===== src/rtl/data_pipe_nto1.sv =====
// ---------------------------------------------------------------------------
// data_pipe_nto1
// Wide-to-narrow serializer. Holds one DSIZE*NSIZE word and emits its valid
// lanes as DSIZE-bit beats, lane 0 (LSBs) first, flagging the final beat with
// rd_last. A new word can be loaded on the same cycle the last beat of the
// previous one is taken, so back-to-back words stream with no bubble.
//
// Ports
//   clock     in   rising-edge clock for all state
//   rst       in   synchronous active-high reset
//   wr_data   in   wide word, lane k = wr_data[k*DSIZE +: DSIZE]
//   wr_lanes  in   valid lane count 1..NSIZE (0 or >NSIZE means NSIZE)
//   wr_vld    in   wide word valid
//   wr_ready  out  block can take a word this cycle (combinational)
//   rd_data   out  current narrow beat (decoded from registers)
//   rd_vld    out  rd_data valid (registered)
//   rd_last   out  current beat is the last valid lane (decoded from registers)
//   rd_ready  in   downstream accepts the beat
// ---------------------------------------------------------------------------
module data_pipe_nto1 #(
    parameter int unsigned DSIZE = 1,
    parameter int unsigned NSIZE = 8,
    localparam int unsigned LW   = $clog2(NSIZE) + 1
) (
    input  logic                   clock,
    input  logic                   rst,
    input  logic [DSIZE*NSIZE-1:0] wr_data,
    input  logic [LW-1:0]          wr_lanes,
    input  logic                   wr_vld,
    output logic                   wr_ready,
    output logic [DSIZE-1:0]       rd_data,
    output logic                   rd_vld,
    output logic                   rd_last,
    input  logic                   rd_ready
);

    localparam int unsigned W  = DSIZE * NSIZE;
    localparam int unsigned IW = $clog2(NSIZE);

    typedef enum logic {
        IDLE = 1'b0,
        SEND = 1'b1
    } state_t;

    state_t            state;
    logic [W-1:0]      word_q;
    logic [LW-1:0]     lanes_q;
    logic [IW-1:0]     idx;

    logic [LW-1:0]     lanes_in;
    logic              wr_xfer;
    logic              rd_xfer;

    // Out-of-range lane counts fall back to a full word.
    always_comb begin
        lanes_in = wr_lanes;
        if (wr_lanes == '0 || wr_lanes > LW'(NSIZE)) begin
            lanes_in = LW'(NSIZE);
        end
    end

    // Lane select: explicit mux keeps the index arithmetic width-clean.
    always_comb begin
        rd_data = '0;
        for (int k = 0; k < int'(NSIZE); k++) begin
            if (idx == IW'(k)) begin
                rd_data = word_q[k*DSIZE +: DSIZE];
            end
        end
    end

    assign rd_last  = rd_vld && ({1'b0, idx} == (lanes_q - LW'(1)));

    // Ready when empty, or when the last beat leaves this cycle (zero bubble).
    assign wr_ready = !rst && (state == IDLE || (rd_ready && rd_last));

    assign wr_xfer  = wr_vld && wr_ready;
    assign rd_xfer  = rd_vld && rd_ready;

    // Serializer state machine; rd_vld is registered alongside the state.
    always_ff @(posedge clock) begin
        if (rst) begin
            state   <= IDLE;
            rd_vld  <= 1'b0;
            idx     <= '0;
            word_q  <= '0;
            lanes_q <= LW'(NSIZE);
        end else begin
            case (state)
                IDLE: begin
                    if (wr_xfer) begin
                        word_q  <= wr_data;
                        lanes_q <= lanes_in;
                        idx     <= '0;
                        rd_vld  <= 1'b1;
                        state   <= SEND;
                    end
                end
                SEND: begin
                    if (rd_xfer) begin
                        if (!rd_last) begin
                            idx <= idx + IW'(1);
                        end else if (wr_xfer) begin
                            // Reload in place so rd_vld never drops.
                            word_q  <= wr_data;
                            lanes_q <= lanes_in;
                            idx     <= '0;
                        end else begin
                            rd_vld <= 1'b0;
                            state  <= IDLE;
                        end
                    end
                end
                default: begin
                    state  <= IDLE;
                    rd_vld <= 1'b0;
                end
            endcase
        end
    end

endmodule


===== config.mk =====
export PLATFORM = sky130hd
export DESIGN_NAME = data_pipe_nto1
export DESIGN_NICKNAME = d
export VERILOG_FILES = /design/src/rtl/data_pipe_nto1.sv
export SDC_FILE = /design/constraint.sdc
export NUM_CORES = 1
export LEC_CHECK = 0
export CORE_MARGIN = 4
export CORE_UTILIZATION = 57
export CTS_BUF_LIST = sky130_fd_sc_hd__clkbuf_8
export DETAILED_ROUTE_END_ITERATION = 10
export PLACE_DENSITY = 0.89
export SLEW_MARGIN = 30
export SYNTH_ARGS = -nofsm -noshare
export SYNTH_HDL_FRONTEND = slang
export SYNTH_SLANG_ARGS = --single-unit

===== constraint.sdc =====
create_clock -name clock -period 3.3 [get_ports clock]
set_input_delay 0.33 -clock clock [delete_from_list [all_inputs] [get_ports clock]]
set_output_delay 0.33 -clock clock [all_outputs]
set_load 0.03 [all_outputs]

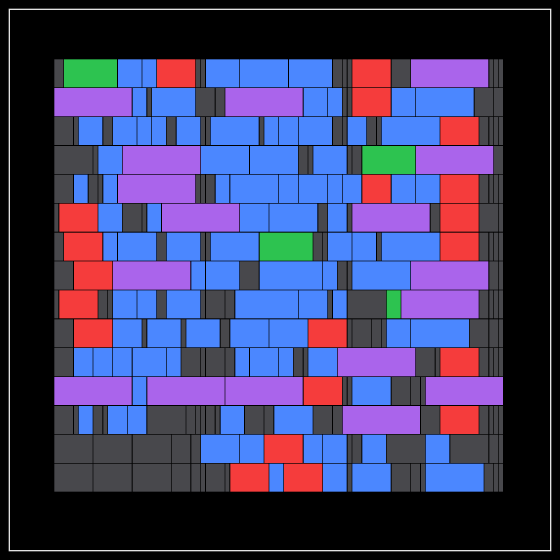
(placement by cell class)
Fill, decap, tap and diode cells in grey.
Purple marks sequential cells, cells 17, share of their area 27%. Red marks remaining buffers and delay cells, cells 20, share of their area 16%. Blue marks remaining logic cells, cells 92, share of their area 54%. Green marks clock drivers and dummy loads, cells 4, share of their area 3.5%.
Placeable Area: 1730 µm²
flop share of the area: 26.1%
post-route core utilization: 75.6%
number of cell rows: 15
total non-filler cell area in the finished layout: 1310 µm²

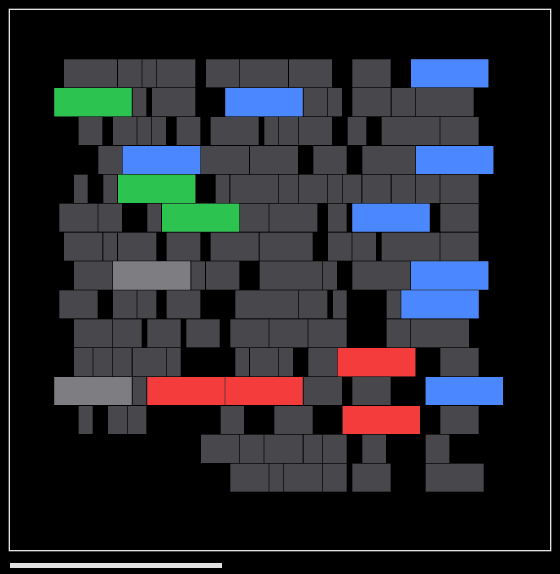
(sequential cells grouped by signal name)
The bar under the picture is 20 µm long. Other sequential cells in the stronger grey, the rest of the logic in the fainter grey.
Green marks idx, placed flops 3. Blue marks word_q, placed flops 8. Red marks lanes_q, placed flops 4.
Another 2 sequential cells are not coloured.
P_seq: 227 µW
storage element area: 340 µm²

==> metrics.yaml <==
netlist.area_leader.share_pct: 32.5
layout_top_cell_excl_fill_tap: "clkdlybuf4s50_1"
post-synth-top-count-cell: "dfxtp_1"
cts.htree.levels: 1
crit_arrival_ns: 2.58
post_synth_most_frequent_cells: "dfxtp_1, inv_1, nor2b_1"
synth_simple_gate_area_share_pct: 22.4
routed-wl-met3_um: 119
power_leakage_uw: 0.000585
yosys.area_share.xor_xnor_pct: 3.23
maxUsedRoutingLayer: "met4"
power.density_nw_per_um2: 355
clock_power_uw: 150
wirelength_met1_um: 958
final_net_count: 157
post_cts_clock_slew_at_the_launch_and_capture_registers_of_the_worst_setup_and_hold_paths_ns: 0.06
post_cts.repair.setup_buffers: 0
syn-cell-area_um2: 1050
path_delay_family: "AND-OR/OR-AND gates"
synth-area-yosys_um2: 1050
design.portCount: 20
worst_path_largest_cell_delay_ns: 0.66
critPathLaunchType: "flip-flop"
synthDominantAreaCellType: "dfxtp_1"
worst_case_setup_margin_in_the_final_layout_ns: 0.389
use_met1_pct: 23.1
worst_hold_slack_ns: 0.487
area_of_the_die_um2: 2580
largest_reg_flops: 8
logic_family: "simple AND/OR/NAND/NOR gates"
yosys.area_share.adder_pct: 8.37
finalMaxSlewViolations: 0
slew_headroom_pct: 56.6
cp_max_fo: 5
layout_top_registers: "word_q: 8 flops, lanes_q: 4 flops, idx: 3 flops"
wl_met2_um: 1040
number_of_placed_instances_with_taps_included: 154
vdd_ir_drop_max_mv: 0.297
critical_path.endpoint_type: "primary output"
min_period_over_period_pct: 88.2
fin_setup_tns_ns: 0
power-top-group: "sequential cells"
ys_cells: 111
antenna_left: 0
synthesis.area_per_instance_um2: 9.42
design_power_total_uw: 464
fp_util_pct: 60.6
run_status: "finished, final reports clean"
clockPowerShare_pct: 32.3
io_buffer_count: 19
drt_total_wl_um: 2200
die_width_um: 50.8
internal_power_uw: 350
p_comb_uw: 86.3
final-instance-count-excl-fill: 158
post_synth_edffs: 0
met2_routing_resource_usage_after_global_routing_pct: 34.8
drt_iter0_markers: 9
grt_util_met3_pct: 7.29
drv.max_cap_violation_count: 0
cts_tree: "done"
final-setup-viol-count: 0
p_sw_share_pct: 24.5
grt_most_used_layer: "met2"
max_clock_freq_mhz: 343
power.combinational.fraction_pct: 18.6
globalRouteTotalUtil_pct: 20.5
route.vias.total: 859
antenna_cells: 0
final.setup_skew_ns: 0.00253
number_of_antenna_violations_at_the_first_check_in_global_routing: 0
cts_made_buffers: 3
synthArstFlopShare_pct: 0
synthFlopType: "dfxtp_1"
cts.sinks: 17
min_period_ns: 2.91
clock_path_buffers: 2
dp_hpwl_um: 1670
gr-total-overflow: 0
==> worst paths after layout <==
check / slack [ns] / start / cells after the start / endpoint
setup reg to reg: 0.91 / lanes_q[0] / 7 / word_q[5]
hold / removal: 0.49 / lanes_q[2] / 2 / lanes_q[2]
hold reg to reg: 0.49 / lanes_q[2] / 2 / lanes_q[2]
setup / recovery: 0.39 / idx[1] / 8 / rd_data
==> area by class of cell <==
| cell class | instances | area (µm²) | area share, % |
|---|---|---|---|
| Clock buffer | 3 | 41.3 | 3.16 |
| Inverter | 10 | 37.5 | 2.88 |
| Timing Repair Buffer | 20 | 198 | 15.1 |
| Clock inverter | 1 | 3.75 | 0.288 |
| Multi-Input combinational cell | 82 | 653 | 50.0 |
| Sequential cell | 17 | 340 | 26.1 |
| Tap cell | 25 | 31.3 | 2.40 |
Power figures rest on the tool's default switching activity, not on a simulated workload.
